Run 1, port wiring:
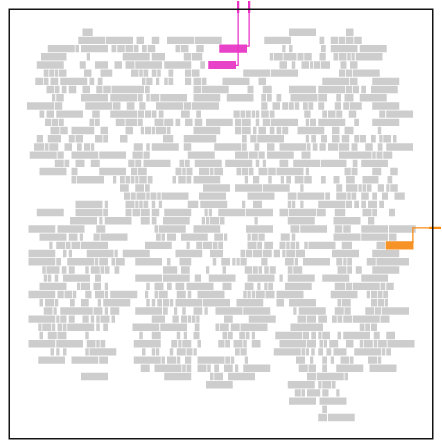
Run 1, cell outlines without signal wires:
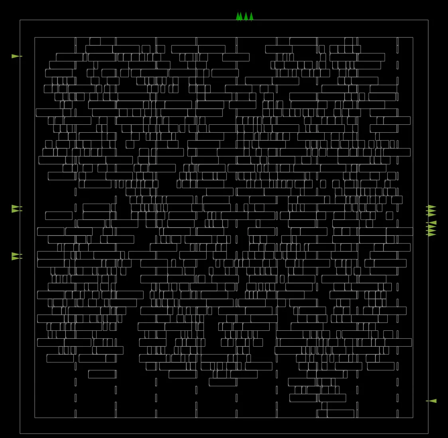
Run 1, wiring by layer:
Bar = 50 microns.
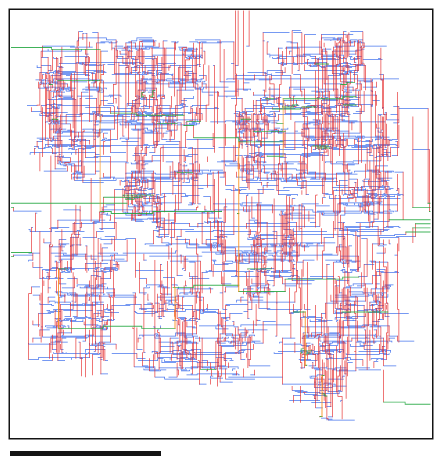
Run 1, I/O pins on the die edge:
Pins as bars across the die edge, other pins in gray.
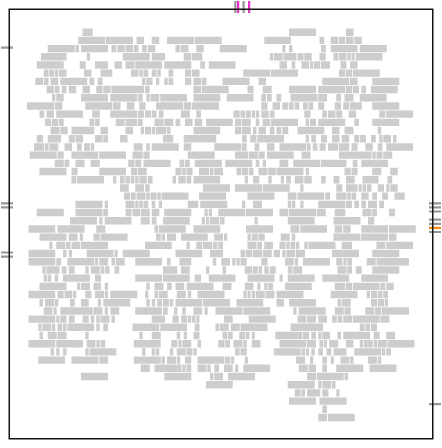
## config.mk

```make
export PLATFORM = sky130hd
export DESIGN_NAME = motor_feedback_supervisor
export DESIGN_NICKNAME = d
export VERILOG_FILES = /design/src/rtl/motor_feedback_supervisor.sv
export SDC_FILE = /design/constraint.sdc
export NUM_CORES = 1
export LEC_CHECK = 0
export CORE_AREA = 5 5 135 137
export CTS_CLUSTER_SIZE = 8
export DETAILED_ROUTE_END_ITERATION = 12
export DIE_AREA = 0 0 140 142
export DONT_BUFFER_PORTS = 1
export PLACE_DENSITY = 0.63
export SLEW_MARGIN = 30
export SYNTH_ARGS = -nofsm -noshare
export SYNTH_HDL_FRONTEND = slang
export SYNTH_SLANG_ARGS = --single-unit
export TNS_END_PERCENT = 20
```

## constraint.sdc

```tcl
create_clock -name clk -period 6.5 [get_ports clk]
set_input_delay 1.3 -clock clk [delete_from_list [all_inputs] [get_ports clk]]
set_output_delay 1.3 -clock clk [all_outputs]
set_load 0.03 [all_outputs]
```

## src/rtl/motor_feedback_supervisor.sv

```systemverilog
// Contactor feedback supervisor: checks that each motor's aux-contact feedback follows its
// run command within a time window, and latches start/stop/loss/weld faults until acknowledged.

module mfs_debounce #(
   parameter int DB_CYC = 200
) (
   input  logic clk,
   input  logic rst_n,
   input  logic din,
   output logic dout
);
   localparam int CW = $clog2(DB_CYC + 1);

   logic          s1, s2;
   logic [CW-1:0] cnt;

   // Two-flop synchroniser, then the level moves only after DB_CYC agreeing cycles.
   always_ff @(posedge clk or negedge rst_n) begin
      if (!rst_n) begin
         s1   <= 1'b0;
         s2   <= 1'b0;
         cnt  <= '0;
         dout <= 1'b0;
      end else begin
         s1 <= din;
         s2 <= s1;
         if (s2 == dout) begin
            cnt <= '0;
         end else if (cnt == CW'(DB_CYC - 1)) begin
            cnt  <= '0;
            dout <= s2;
         end else begin
            cnt <= cnt + 1'b1;
         end
      end
   end
endmodule

module mfs_motor #(
   parameter int T_ON_CYC  = 2000,
   parameter int T_OFF_CYC = 2000
) (
   input  logic       clk,
   input  logic       rst_n,
   input  logic       cmd,
   input  logic       fb,
   input  logic       ack_p,
   output logic       run,
   output logic       fault,
   output logic [1:0] fcode
);
   localparam int TMAX = (T_ON_CYC > T_OFF_CYC) ? T_ON_CYC : T_OFF_CYC;
   localparam int TW   = $clog2(TMAX + 1);
   localparam logic [TW-1:0] TON  = TW'(T_ON_CYC);
   localparam logic [TW-1:0] TOFF = TW'(T_OFF_CYC);

   typedef enum logic [2:0] {IDLE, STARTING, RUNNING, STOPPING, FAULT} state_t;

   state_t        state;
   logic [TW-1:0] timer;
   logic [1:0]    code;

   always_ff @(posedge clk or negedge rst_n) begin
      if (!rst_n) begin
         state <= IDLE;
         timer <= '0;
         code  <= 2'b00;
         run   <= 1'b0;
         fault <= 1'b0;
         fcode <= 2'b00;
      end else begin
         case (state)
            IDLE: begin
               if (cmd) begin
                  state <= STARTING;
                  timer <= TON;
               end else if (fb) begin
                  state <= FAULT;
                  code  <= 2'b10;
               end
            end
            STARTING: begin
               if (fb) begin
                  state <= RUNNING;
               end else if (!cmd) begin
                  state <= STOPPING;
                  timer <= TOFF;
               end else if (timer == '0) begin
                  state <= FAULT;
                  code  <= 2'b01;
               end else begin
                  timer <= timer - 1'b1;
               end
            end
            RUNNING: begin
               // A stop command masks a simultaneous feedback loss.
               if (!cmd) begin
                  state <= STOPPING;
                  timer <= TOFF;
               end else if (!fb) begin
                  state <= FAULT;
                  code  <= 2'b11;
               end
            end
            STOPPING: begin
               if (!fb && !cmd) begin
                  state <= IDLE;
               end else if (cmd && fb) begin
                  state <= RUNNING;
               end else if (cmd) begin
                  state <= STARTING;
                  timer <= TON;
               end else if (timer == '0) begin
                  state <= FAULT;
                  code  <= 2'b10;
               end else begin
                  timer <= timer - 1'b1;
               end
            end
            FAULT: begin
               if (ack_p && !cmd && !fb) begin
                  state <= IDLE;
                  code  <= 2'b00;
               end
            end
            default: begin
               state <= IDLE;
               code  <= 2'b00;
            end
         endcase
         run   <= (state == RUNNING);
         fault <= (state == FAULT);
         fcode <= code;
      end
   end
endmodule

module motor_feedback_supervisor #(
   parameter int CLK_HZ   = 50_000_000,
   parameter int T_ON_MS  = 500,
   parameter int T_OFF_MS = 500,
   parameter int DB_MS    = 10,
   parameter int BLINK_HZ = 2
) (
   input  logic       clk,
   input  logic       rst_n,
   input  logic       cmd_m1,
   input  logic       cmd_m2,
   input  logic       fb_m1,
   input  logic       fb_m2,
   input  logic       ack,
   output logic       run_m1,
   output logic       run_m2,
   output logic       fault_m1,
   output logic       fault_m2,
   output logic [1:0] fcode_m1,
   output logic [1:0] fcode_m2,
   output logic       alarm,
   output logic       interlock
);
   localparam int NUM_M     = 2;
   localparam int DB_CYC    = CLK_HZ / 1000 * DB_MS;
   localparam int T_ON_CYC  = CLK_HZ / 1000 * T_ON_MS;
   localparam int T_OFF_CYC = CLK_HZ / 1000 * T_OFF_MS;
   localparam int HALF      = CLK_HZ / (2 * BLINK_HZ);
   localparam int BW        = $clog2(HALF + 1);

   logic [NUM_M-1:0]      cmd, fb_raw, fb_db, run, fault;
   logic [NUM_M-1:0][1:0] fcode;
   logic                  ack_db, ack_db_q, ack_p;
   logic [BW-1:0]         blink_cnt;
   logic                  phase;

   assign cmd    = {cmd_m2, cmd_m1};
   assign fb_raw = {fb_m2, fb_m1};

   mfs_debounce #(.DB_CYC(DB_CYC)) u_ack_db (
      .clk(clk), .rst_n(rst_n), .din(ack), .dout(ack_db)
   );

   assign ack_p = ack_db & ~ack_db_q;

   for (genvar i = 0; i < NUM_M; i++) begin : g_m
      mfs_debounce #(.DB_CYC(DB_CYC)) u_db (
         .clk(clk), .rst_n(rst_n), .din(fb_raw[i]), .dout(fb_db[i])
      );
      mfs_motor #(.T_ON_CYC(T_ON_CYC), .T_OFF_CYC(T_OFF_CYC)) u_motor (
         .clk(clk), .rst_n(rst_n), .cmd(cmd[i]), .fb(fb_db[i]), .ack_p(ack_p),
         .run(run[i]), .fault(fault[i]), .fcode(fcode[i])
      );
   end

   assign run_m1   = run[0];
   assign run_m2   = run[1];
   assign fault_m1 = fault[0];
   assign fault_m2 = fault[1];
   assign fcode_m1 = fcode[0];
   assign fcode_m2 = fcode[1];

   // Blink phase runs free so the lamp cadence is independent of fault timing.
   always_ff @(posedge clk or negedge rst_n) begin
      if (!rst_n) begin
         ack_db_q  <= 1'b0;
         blink_cnt <= '0;
         phase     <= 1'b0;
         alarm     <= 1'b0;
         interlock <= 1'b0;
      end else begin
         ack_db_q <= ack_db;
         if (blink_cnt == BW'(HALF - 1)) begin
            blink_cnt <= '0;
            phase     <= ~phase;
         end else begin
            blink_cnt <= blink_cnt + 1'b1;
         end
         alarm     <= (|fault) & phase;
         interlock <= &run;
      end
   end
endmodule

```

==> report_table.html, run 1 <==
<!-- implementation run metrics -->
<table>
<tr><th>Metric</th><th>Value</th></tr>
<tr><th colspan="2">Synthesis</th></tr>
<tr><td>Post-synthesis share of cell area spent on full adders, half adders and majority gates</td><td>0.911%</td></tr>
<tr><td>Distinct lib cells used</td><td>66</td></tr>
<tr><td>Xor+xnor area frac</td><td>8.51%</td></tr>
<tr><td>Cell types with the highest counts after synthesis</td><td>162 x sky130_fd_sc_hd__dfrtp_1, 117 x sky130_fd_sc_hd__nor2_1, 50 x sky130_fd_sc_hd__xnor2_1, 48 x sky130_fd_sc_hd__nand3_1, 43 x sky130_fd_sc_hd__nand2_1</td></tr>
<tr><td>Cell count listed in synth_stat.txt</td><td>between 800 and 900</td></tr>
<tr><td>Synth area leader</td><td>sky130_fd_sc_hd__dfrtp_1</td></tr>
<tr><td>Netlist Area Pre-Place</td><td>8240 sq um</td></tr>
<tr><td>Leading cell types by total area after synthesis</td><td>sky130_fd_sc_hd__dfrtp_1 49%, sky130_fd_sc_hd__nor2_1 5.3%, sky130_fd_sc_hd__xnor2_1 5.3%, sky130_fd_sc_hd__xor2_1 3.2%, sky130_fd_sc_hd__nand3_1 2.9%</td></tr>
<tr><th colspan="2">Floorplanning</th></tr>
<tr><td>CORE AREA</td><td>16900 sq um</td></tr>
<tr><td>Overall die area</td><td>19900 sq um</td></tr>
<tr><th colspan="2">Cells and area</th></tr>
<tr><td>Fraction of layout cells with a size suffix above 1</td><td>7.18%</td></tr>
<tr><td>Non-clock buffers, area share</td><td>less than 1%</td></tr>
<tr><td>Fill cell total of the finished layout</td><td>1529</td></tr>
<tr><td>Layout multi-input combinational cell count</td><td>625</td></tr>
<tr><td>Register ranked first by flip-flop count</td><td>g_m.u_motor.timer</td></tr>
<tr><td>Share of cell area taken by multi-input logic gates</td><td>43.4%</td></tr>
<tr><td>Footprint of the multi-input gates</td><td>3950 sq um</td></tr>
<tr><td>Layout inverter count without the clock tree</td><td>27</td></tr>
<tr><td>Registers with the most flip-flops</td><td>g_m.u_motor.timer (50), g_m.u_db.cnt (38), blink_cnt (24)</td></tr>
<tr><th colspan="2">Clock network</th></tr>
<tr><td>Clock latency on the worst-skew pair</td><td>0.43 ns</td></tr>
<tr><td>CTS HTree Levels</td><td>4</td></tr>
<tr><td>Clock-pin slew of the registers on the worst-case setup and hold paths</td><td>0.06 ns</td></tr>
<tr><td>Hold Buf Count CTS</td><td>0</td></tr>
<tr><th colspan="2">Timing</th></tr>
<tr><td>Slew HR</td><td>47.6%</td></tr>
<tr><td>Sum of negative setup slack</td><td>0 ns</td></tr>
<tr><td>Slew Limit Fails</td><td>0</td></tr>
<tr><td>Largest clock skew in the final design</td><td>0.00639 ns</td></tr>
<tr><td>Transition time at the pin with the least slew margin</td><td>0.780 ns</td></tr>
<tr><th colspan="2">Detailed routing</th></tr>
<tr><td>Total DRC errors in the routed layout</td><td>0</td></tr>
<tr><th colspan="2">GRT</th></tr>
<tr><td>Wire length of the first global-routing pass</td><td>roughly 28000 microns</td></tr>
<tr><td>Largest net degree at the start of global routing</td><td>163</td></tr>
<tr><th colspan="2">Power and ir drop</th></tr>
<tr><td>Power in combinational cells</td><td>600 uW</td></tr>
<tr><td>Largest vdd supply drop</td><td>between 200 and 250 uV</td></tr>
<tr><td>Sequential cell fraction of total power</td><td>42.2%</td></tr>
<tr><td>Sw frac</td><td>31.5%</td></tr>
<tr><td>Power per cell area</td><td>332 nW/um^2</td></tr>
<tr><th colspan="2">Placement</th></tr>
<tr><td>Post-DP HPWL</td><td>~11000 microns</td></tr>
<tr><td>Last weighted congestion value of the routability-driven placer</td><td>0.808</td></tr>
<tr><th colspan="2">Setup path</th></tr>
<tr><td>Number of logic stages on the critical path including buffering</td><td>5</td></tr>
<tr><td>R2R Setup Slk</td><td>3.69 ns</td></tr>
<tr><td>Launching point of the worst reg2reg path</td><td>g_m[1].u_motor.timer[14]</td></tr>
<tr><td>Biggest cell delay along the critical path</td><td>0.63 ns</td></tr>
<tr><td>Endpoint of the most critical register-to-register path</td><td>g_m[1].u_motor.timer[19]</td></tr>
<tr><td>Setup Crit Path Kind</td><td>reg -&gt; reg</td></tr>
<tr><th colspan="2">Min path</th></tr>
<tr><td>Hold Path Cell Cnt</td><td>0</td></tr>
<tr><th colspan="2">Status</th></tr>
<tr><td>Status</td><td>finished, final reports clean</td></tr>
</table>
-- 'port wiring' (at the start) --
legend:
  orange:
    port: `alarm`
    direction: output
    edge: right
    end_cells: 1
    buffers: 0
    wire: 10.7 microns
  magenta:
    port: `fcode_m1`
    direction: output
    edge: top
    end_cells: 2
    buffers: 0
    wire: 31.8 microns

-- 'cell outlines without signal wires' (at the start) --
number of sequential storage elements: 162
flop share of the area: 44.6%
FP Rows: 48
final design utilization: 53.6%
Finished Layout Cells: 1075

-- 'wiring by layer' (at the start) --
legend:
  red:
    layer: metal 2
    wire_length: 8130 microns
  orange:
    layer: metal 4
    wire_length: 187 microns
  green:
    layer: metal 3
    wire_length: 537 microns
  blue:
    layer: metal 1
    wire_length: 7620 microns

-- 'I/O pins on the die edge' (at the start) --
legend:
  magenta:
    port: `fcode_m1`
    pins: 2
    direction: output
    edge: top
  orange:
    port: `alarm`
    pins: 1
    direction: output
    edge: right
all pins by edge: 8 right, 5 left, 4 top

==> run 1: worst reg2reg max path: cells and delay by family (launching register included) <==
family             cells  cell delay (ns)
AOI/OAI and AO/OA      1             0.63
DFF                    1             0.43
and+or+nand+nor        4             1.64
==> run 1: cell usage in the layout (no fill, tap or decap), types with 13 or more instances in the layout <==
cell type,instances
sky130_fd_sc_hd__dfrtp_1,162
sky130_fd_sc_hd__nor2_1,116
sky130_fd_sc_hd__xnor2_1,50
sky130_fd_sc_hd__nand3_1,48
sky130_fd_sc_hd__nand2_1,43
sky130_fd_sc_hd__xor2_1,30
sky130_fd_sc_hd__nor3_1,28
sky130_fd_sc_hd__inv_1,27
sky130_fd_sc_hd__o21ai_0,27
sky130_fd_sc_hd__or4_1,25
sky130_fd_sc_hd__a21oi_1,22
sky130_fd_sc_hd__nand4_1,21
sky130_fd_sc_hd__nor4_1,19
sky130_fd_sc_hd__o31ai_1,18
sky130_fd_sc_hd__or3_1,17
sky130_fd_sc_hd__clkbuf_16,17
sky130_fd_sc_hd__nand2b_1,15
sky130_fd_sc_hd__and4_1,13
==> run 1: stage by stage <==
| step | hold WS (ns) | area (sq um) |
|---|---|---|
| final | 0.355 | 9080 |
| after global routing | 0.367 | 9080 |
| after CTS | 0.356 | 9080 |
| after detailed placement | 0.341 | 8400 |
| after global placement | 0.343 | 8400 |
| after floorplan | 0.331 | 8240 |
==> run 1: per-layer routing <==
metal	part of all wire (%)	GRT usage, %	routed length [microns]	up-vias
li1	-	-	-	3028
met1	46	21.6	7620	3159
met2	49	29.0	8130	100
met3	3.3	4.23	536	18
met4	1.1	5.86	187	0
met5	0	0	0	-
Run 1, clock network drawn from the DEF:
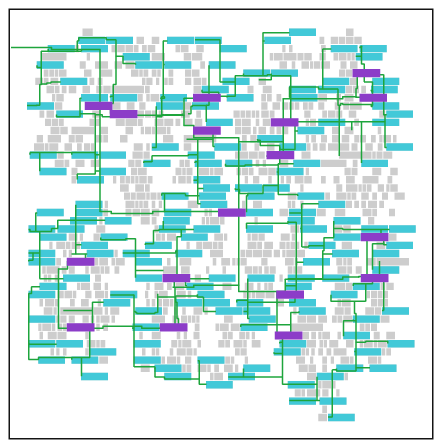

## Run 2: what changed since run 1
==> constraint.sdc (replaced) <==
create_clock -name clk -period 2.6 [get_ports clk]
set_input_delay 0.52 -clock clk [delete_from_list [all_inputs] [get_ports clk]]
set_output_delay 0.52 -clock clk [all_outputs]
set_load 0.03 [all_outputs]
Run 2, clock network drawn from the DEF:
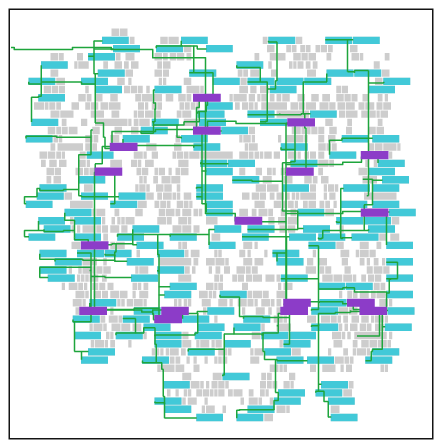
legend:
  green:
    item: clock wires
    length: 2080 microns
  purple:
    item: clock drivers
    count: 17
  cyan:
    item: flip-flops
    count: 162
routed clock nets: 18
flops lie: spread over the die

==> run 2 against run 1 <==
Net effect: the flow now finishes with violations (negative hold slack); via count down 0.84%; register-to-register slack worse by 3.5 ns; area after synthesis stayed put; global-route usage increased by 0.17 points; routed wire length down 0.44%; non-clock buffer count up 15; count of clock-buffer cells in the layout increased by 1; largest power group unchanged.
==> report_table.html, run 2 <==
<!-- implementation run metrics -->
<table>
<tr><th>Metric</th><th>Value</th></tr>
<tr><th colspan="2">Setup path</th></tr>
<tr><td>Kind of capture point of the worst setup path</td><td>register</td></tr>
<tr><td>Setup Crit Path Kind</td><td>reg -&gt; reg</td></tr>
<tr><td>Biggest cell delay along the critical path</td><td>0.60 ns</td></tr>
<tr><th colspan="2">Floorplanning</th></tr>
<tr><td>Die width</td><td>140 microns</td></tr>
<tr><td>Pre-Place Util</td><td>48.6%</td></tr>
<tr><td>Overall die area</td><td>approximately 20000 sq um</td></tr>
<tr><td>FP Rows</td><td>roughly 48</td></tr>
<tr><td>CORE AREA</td><td>16900 sq um</td></tr>
<tr><th colspan="2">Cells and area</th></tr>
<tr><td>Finished Layout Cells</td><td>roughly 1.1k</td></tr>
<tr><td>Fill cell total of the finished layout</td><td>1478</td></tr>
<tr><td>Top cells excl fill/tap</td><td>162 x sky130_fd_sc_hd__dfrtp_1, 117 x sky130_fd_sc_hd__nor2_1, 50 x sky130_fd_sc_hd__xnor2_1</td></tr>
<tr><td>Register ranked first by flip-flop count</td><td>g_m.u_motor.timer</td></tr>
<tr><td>Final design utilization</td><td>54.4%</td></tr>
<tr><td>Most frequent logic cell in the layout</td><td>sky130_fd_sc_hd__dfrtp_1</td></tr>
<tr><td>Final std cell area, no fill</td><td>9220 sq um</td></tr>
<tr><td>Fraction of layout cells with a size suffix above 1</td><td>8.79%</td></tr>
<tr><td>Registers with the most flip-flops</td><td>g_m.u_motor.timer (50), g_m.u_db.cnt (38), blink_cnt (24)</td></tr>
<tr><th colspan="2">Synthesis</th></tr>
<tr><td>Cell types with the highest counts after synthesis</td><td>162 x sky130_fd_sc_hd__dfrtp_1, 117 x sky130_fd_sc_hd__nor2_1, 50 x sky130_fd_sc_hd__xnor2_1, 48 x sky130_fd_sc_hd__nand3_1, 43 x sky130_fd_sc_hd__nand2_1</td></tr>
<tr><td>Leading cell types by total area after synthesis</td><td>sky130_fd_sc_hd__dfrtp_1 49%, sky130_fd_sc_hd__nor2_1 5.3%, sky130_fd_sc_hd__xnor2_1 5.3%, sky130_fd_sc_hd__xor2_1 3.2%, sky130_fd_sc_hd__nand3_1 2.9%</td></tr>
<tr><td>Netlist Area Pre-Place</td><td>8240 sq um</td></tr>
<tr><td>Chip area from the yosys synthesis statistics</td><td>8240 sq um</td></tr>
<tr><td>Synth area leader</td><td>sky130_fd_sc_hd__dfrtp_1</td></tr>
<tr><td>Post-synthesis mux area share</td><td>1.25%</td></tr>
<tr><td>Post-synthesis share of cell area spent on full adders, half adders and majority gates</td><td>0.911%</td></tr>
<tr><td>Xor+xnor area frac</td><td>8.51%</td></tr>
<tr><td>EDFF count, synth</td><td>0</td></tr>
<tr><td>Distinct lib cells used</td><td>about 66</td></tr>
<tr><td>Cell count listed in synth_stat.txt</td><td>850</td></tr>
<tr><th colspan="2">Power and ir drop</th></tr>
<tr><td>Largest vdd supply drop</td><td>507 uV</td></tr>
<tr><td>Power per cell area</td><td>835 nW/um^2</td></tr>
<tr><td>Design internal power</td><td>5.30 mW</td></tr>
<tr><td>Sequential cell fraction of total power</td><td>40.6%</td></tr>
<tr><td>Sw frac</td><td>31.2%</td></tr>
<tr><th colspan="2">Min path</th></tr>
<tr><td>Class of the worst hold path</td><td>in -&gt; async</td></tr>
<tr><th colspan="2">Timing</th></tr>
<tr><td>Worst hold-check slack</td><td>-0.200 ns</td></tr>
<tr><td>Transition time at the pin with the least slew margin</td><td>roughly 0.77 ns</td></tr>
<tr><td>Sum of negative setup slack</td><td>0 ns</td></tr>
<tr><td>Slew Limit Fails</td><td>0</td></tr>
<tr><td>Largest clock skew in the final design</td><td>between 0.009 and 0.01 ns</td></tr>
<tr><td>Slew HR</td><td>47.9%</td></tr>
<tr><td>Final count of hold timing violations</td><td>162</td></tr>
<tr><th colspan="2">GRT</th></tr>
<tr><td>Wire length of the first global-routing pass</td><td>roughly 29000 microns</td></tr>
<tr><td>Antenna violations before repair</td><td>0</td></tr>
<tr><td>Largest net degree at the start of global routing</td><td>163</td></tr>
<tr><th colspan="2">Clock network</th></tr>
<tr><td>CTS HTree Levels</td><td>4</td></tr>
<tr><td>Clock latency on the worst-skew pair</td><td>0.42 ns</td></tr>
<tr><td>Clock-pin slew of the registers on the worst-case setup and hold paths</td><td>about 0.060 ns</td></tr>
<tr><th colspan="2">Detailed routing</th></tr>
<tr><td>Vias after detailed routing</td><td>between 6k and 7k</td></tr>
<tr><td>Total DRC errors in the routed layout</td><td>0</td></tr>
<tr><td>Vias per Instance</td><td>between 5 and 6</td></tr>
<tr><th colspan="2">Status</th></tr>
<tr><td>Status</td><td>complete, but fails checks</td></tr>
<tr><td>Failing checks</td><td>negative hold slack</td></tr>
<tr><th colspan="2">Placement</th></tr>
<tr><td>Post-DP HPWL</td><td>around 11000 microns</td></tr>
<tr><td>Total placed instance area</td><td>around 8500 sq um</td></tr>
<tr><td>Last weighted congestion value of the routability-driven placer</td><td>0.851</td></tr>
<tr><th colspan="2">Job</th></tr>
<tr><td>Number of maximum-capacitance constraint violations</td><td>0</td></tr>
</table>
==> run 2: cell counts after synthesis <==
No cell type changed its count.
==> run 2: layout make-up <==
| class | instances | area (sq um) | area share [%] |
|---|---|---|---|
| well taps | 225 | 282 | 3.05 |
| multi-input cells | 625 | 3940 | 42.7 |
| flip-flops and latches | 162 | 4050 | 44.0 |
| inverters | 27 | 101 | 1.10 |
| clock inverters | 11 | 223 | 2.42 |
| clock buffers | 21 | 480 | 5.21 |
| repair buffers | 19 | 143 | 1.55 |
==> run 2: path summary, 6_finish.rpt <==
| kind | from | end | slack [ns] | depth (start not counted) |
|---|---|---|---|---|
| worst max-delay path | g_m[1].u_motor.timer[3] | g_m[1].u_motor.timer[24] | 0.21 | 5 |
| worst min-delay path | rst_n | blink_cnt[5] | -0.20 | 0 |
| worst max register to register | g_m[1].u_motor.timer[3] | g_m[1].u_motor.timer[24] | 0.21 | 5 |
| worst min register to register | g_m[0].u_db.s1 | g_m[0].u_db.s2 | 0.35 | 0 |
| max in group asynchronous | rst_n | g_m[0].u_motor.timer[10] | 2.53 | 0 |
| min in group clk | fb_m2 | g_m[1].u_db.s1 | 0.12 | 0 |
==> run 2: power groups by stage <==
stage,clock network [mW],registers [mW],logic [mW]
finish,2.94,3.13,1.64
detailed placement,0,3.17,1.63
CTS,3.01,3.12,1.64
global placement,0,3.15,1.56
floorplan,0,3.03,1.34
global route,3.12,3.17,1.84
==> run 2: layer usage <==
| layer | wire length, microns | global-route usage [%] | vias up |
|---|---|---|---|
| li1 | - | - | 3067 |
| met2 | 8000 | 29.2 | 88 |
| met3 | 522 | 4.03 | 20 |
| met4 | 221 | 5.56 | 0 |
| met1 | 7660 | 22.2 | 3077 |
| met5 | 0 | 0 | - |
Run 2, port wiring:
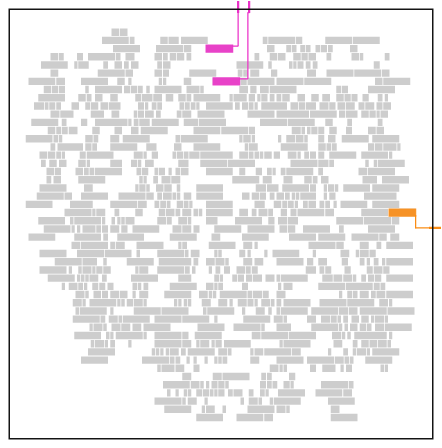

## Run 3: what changed since run 2
--- a/config.mk
+++ b/config.mk
@@ -9,8 +9,7 @@
 export CTS_CLUSTER_SIZE = 8
 export DETAILED_ROUTE_END_ITERATION = 12
 export DIE_AREA = 0 0 140 142
-export DONT_BUFFER_PORTS = 1
-export PLACE_DENSITY = 0.63
+export PLACE_DENSITY = 0.64
 export SLEW_MARGIN = 30
 export SYNTH_ARGS = -nofsm -noshare
 export SYNTH_HDL_FRONTEND = slang
Run 3, port wiring:
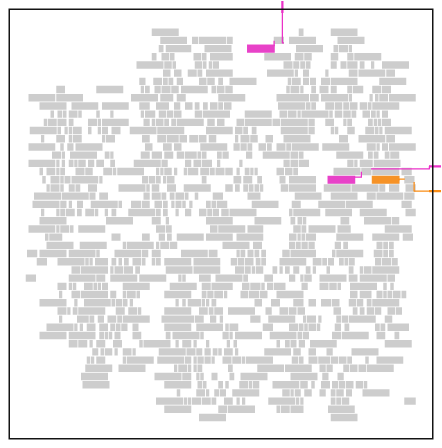
legend:
  magenta:
    port: `fcode_m1`
    direction: output
    edge: 1 right, 1 top
    end_cells: 2
    buffers: 2
    wire: 37.3 microns
  orange:
    port: `alarm`
    direction: output
    edge: right
    end_cells: 1
    buffers: 1
    wire: 10.4 microns

==> run 3 against run 2 <==
Net effect: the flow now finishes without violations; area after synthesis unchanged; cell area is 1.8% higher; flip-flop count unchanged; clock skew is 0.0016 ns lower; combinational power up 16%; critical path type unchanged; first-iteration DRC count rose by 29%.
==> report_table.html, run 3 <==
<!-- implementation run metrics -->
<table>
<tr><th>Metric</th><th>Value</th></tr>
<tr><th colspan="2">Status</th></tr>
<tr><td>Status</td><td>finished, final reports clean</td></tr>
<tr><th colspan="2">Clock network</th></tr>
<tr><td>CTS HTree Levels</td><td>4</td></tr>
<tr><td>Clock-pin slew of the registers on the worst-case setup and hold paths</td><td>0.06 ns</td></tr>
<tr><td>Clock latency on the worst-skew pair</td><td>between 0.4 and 0.5 ns</td></tr>
<tr><td>Hold Buf Count CTS</td><td>0</td></tr>
<tr><th colspan="2">Synthesis</th></tr>
<tr><td>Synth top area share</td><td>around half</td></tr>
<tr><td>Xor+xnor area frac</td><td>8.51%</td></tr>
<tr><td>Cell types with the highest counts after synthesis</td><td>162 x sky130_fd_sc_hd__dfrtp_1, 117 x sky130_fd_sc_hd__nor2_1, 50 x sky130_fd_sc_hd__xnor2_1, 48 x sky130_fd_sc_hd__nand3_1, 43 x sky130_fd_sc_hd__nand2_1</td></tr>
<tr><td>Post-synthesis mux area share</td><td>1.25%</td></tr>
<tr><td>Chip area from the yosys synthesis statistics</td><td>8240 sq um</td></tr>
<tr><td>Leading cell types by total area after synthesis</td><td>sky130_fd_sc_hd__dfrtp_1 49%, sky130_fd_sc_hd__nor2_1 5.3%, sky130_fd_sc_hd__xnor2_1 5.3%, sky130_fd_sc_hd__xor2_1 3.2%, sky130_fd_sc_hd__nand3_1 2.9%</td></tr>
<tr><td>Post-synthesis net count</td><td>863</td></tr>
<tr><td>Distinct lib cells used</td><td>66</td></tr>
<tr><td>Netlist Area Pre-Place</td><td>a little over 8000 sq um</td></tr>
<tr><td>EDFF count, synth</td><td>0</td></tr>
<tr><td>Cell count listed in synth_stat.txt</td><td>~850</td></tr>
<tr><td>Simple-gate portion of the synthesized area</td><td>27.8%</td></tr>
<tr><td>Sequential element share of the synthesized area</td><td>49.2%</td></tr>
<tr><td>Post-synthesis share of cell area spent on full adders, half adders and majority gates</td><td>less than 1%</td></tr>
<tr><td>Synth area leader</td><td>sky130_fd_sc_hd__dfrtp_1</td></tr>
<tr><th colspan="2">Floorplanning</th></tr>
<tr><td>FP Rows</td><td>48</td></tr>
<tr><td>Pre-Place Util</td><td>between 40% and 50%</td></tr>
<tr><td>CORE AREA</td><td>16900 sq um</td></tr>
<tr><td>Die width</td><td>140 microns</td></tr>
<tr><td>Overall die area</td><td>19900 sq um</td></tr>
<tr><th colspan="2">Timing</th></tr>
<tr><td>Tmin final</td><td>2.42 ns</td></tr>
<tr><td>Transition time at the pin with the least slew margin</td><td>around 0.74 ns</td></tr>
<tr><td>Final count of hold timing violations</td><td>0</td></tr>
<tr><td>Sum of negative setup slack</td><td>0 ns</td></tr>
<tr><td>Final setup violation count</td><td>0</td></tr>
<tr><td>Slew Limit Fails</td><td>0</td></tr>
<tr><td>Largest clock skew in the final design</td><td>0.00815 ns</td></tr>
<tr><td>Slew HR</td><td>approximately half</td></tr>
<tr><th colspan="2">Cells and area</th></tr>
<tr><td>Most frequent logic cell in the layout</td><td>sky130_fd_sc_hd__dfrtp_1</td></tr>
<tr><td>Top cells excl fill/tap</td><td>162 x sky130_fd_sc_hd__dfrtp_1, 117 x sky130_fd_sc_hd__nor2_1, 50 x sky130_fd_sc_hd__xnor2_1</td></tr>
<tr><td>Fill cell total of the finished layout</td><td>1484</td></tr>
<tr><td>Area overhead of the layout relative to synthesis</td><td>13.9%</td></tr>
<tr><td>Registers with the most flip-flops</td><td>g_m.u_motor.timer (50), g_m.u_db.cnt (38), blink_cnt (24)</td></tr>
<tr><td>Register ranked first by flip-flop count</td><td>g_m.u_motor.timer</td></tr>
<tr><td>Fraction of layout cells with a size suffix above 1</td><td>9.88%</td></tr>
<tr><td>Final design utilization</td><td>55.4%</td></tr>
<tr><th colspan="2">Placement</th></tr>
<tr><td>Last weighted congestion value of the routability-driven placer</td><td>0.832</td></tr>
<tr><td>Post-DP HPWL</td><td>11300 microns</td></tr>
<tr><th colspan="2">Setup path</th></tr>
<tr><td>Highest-delay cell along the critical path</td><td>sky130_fd_sc_hd__or3_1</td></tr>
<tr><td>Top delay family on crit path</td><td>simple AND/OR/NAND/NOR gates</td></tr>
<tr><td>Kind of capture point of the worst setup path</td><td>register</td></tr>
<tr><td>Data required time at the worst endpoint</td><td>2.94 ns</td></tr>
<tr><td>Setup Crit Path Kind</td><td>reg -&gt; reg</td></tr>
<tr><td>Biggest cell delay along the critical path</td><td>0.47 ns</td></tr>
<tr><th colspan="2">GRT</th></tr>
<tr><td>Wire length of the first global-routing pass</td><td>~30000 microns</td></tr>
<tr><td>Met1 usage in global routing</td><td>23.1%</td></tr>
<tr><td>Met3 layer usage reported by global route</td><td>4.17%</td></tr>
<tr><td>Antenna violations before repair</td><td>0</td></tr>
<tr><td>Peak-usage layer in the global routing report</td><td>met2</td></tr>
<tr><td>Largest net degree at the start of global routing</td><td>50</td></tr>
<tr><td>Grt met2 use</td><td>29.3%</td></tr>
<tr><th colspan="2">Detailed routing</th></tr>
<tr><td>Metal3 WL</td><td>570 microns</td></tr>
<tr><td>Vias per Instance</td><td>5.69</td></tr>
<tr><td>Top routing layer used</td><td>met4</td></tr>
<tr><td>Amount of wire on met2 after detailed routing</td><td>8060 microns</td></tr>
<tr><td>Total DRC errors in the routed layout</td><td>0</td></tr>
<tr><td>Vias after detailed routing</td><td>about 6.4k</td></tr>
<tr><td>Detailed-route wire length on metal 1</td><td>7680 microns</td></tr>
<tr><th colspan="2">Min path</th></tr>
<tr><td>Class of the worst hold path</td><td>in -&gt; async</td></tr>
<tr><th colspan="2">Job</th></tr>
<tr><td>Number of maximum-capacitance constraint violations</td><td>0</td></tr>
<tr><th colspan="2">Power and ir drop</th></tr>
<tr><td>Largest vdd supply drop</td><td>575 uV</td></tr>
<tr><td>Power per cell area</td><td>798 nW/um^2</td></tr>
</table>
-- run 3: cell type report --
| type | instances | area, sq um | area share, % |
|---|---|---|---|
| Inverter | 27 | 101 | 1.08 |
| Clock buffer | 17 | 425 | 4.53 |
| Multi-Input combinational cell | 625 | 3940 | 42.0 |
| Timing Repair Buffer | 45 | 404 | 4.31 |
| Sequential cell | 162 | 4050 | 43.2 |
| Tap cell | 225 | 282 | 3.00 |
| Clock inverter | 15 | 174 | 1.85 |
-- run 3: stage by stage --
step	instances	area (sq um)	worst slack (ns)	power [mW]	hold slack, ns
3_5_place_dp	1084	8780	0.00758	5.00	0.336
3_3_place_gp	1084	8780	0.0322	4.92	0.334
6_report	1116	9380	0.179	7.49	0.0316
2_1_floorplan	850	8240	0.366	4.37	0.224
4_1_cts	1116	9380	0.179	7.57	0.0393
5_1_grt	1116	9380	0.0244	7.96	0.0687
-- run 3: where the power goes --
part           leakage, nW  total, mW  switching [mW]  internal, mW
combinational         1.41       1.90            1.13         0.770
sequential            2.07       3.06           0.304          2.76
clock                0.293       2.52            1.08          1.44
total                 3.77       7.49            2.52          4.97
-- run 3: timing repair --
action,CTS,global route
endpoints found under the setup margin,0,1
gates resized,0,1
setup buffers,0,0
-- run 3: path summary, 6_finish.rpt --
kind	startpoint	to	cells past startpoint	slack, ns
max	g_m[1].u_motor.timer[3]	g_m[1].u_motor.timer[15]	6	0.18
min reg2reg	u_ack_db.s1	u_ack_db.s2	0	0.35
min	rst_n	g_m[1].u_motor.timer[3]	1	0.03
max in group asynchronous	rst_n	g_m[0].u_motor.timer[7]	2	1.82
max reg2reg	g_m[1].u_motor.timer[3]	g_m[1].u_motor.timer[15]	6	0.18
min in group clk	u_ack_db.s1	u_ack_db.s2	0	0.35
No activity file was given, so power comes from the tool's default toggle rates.
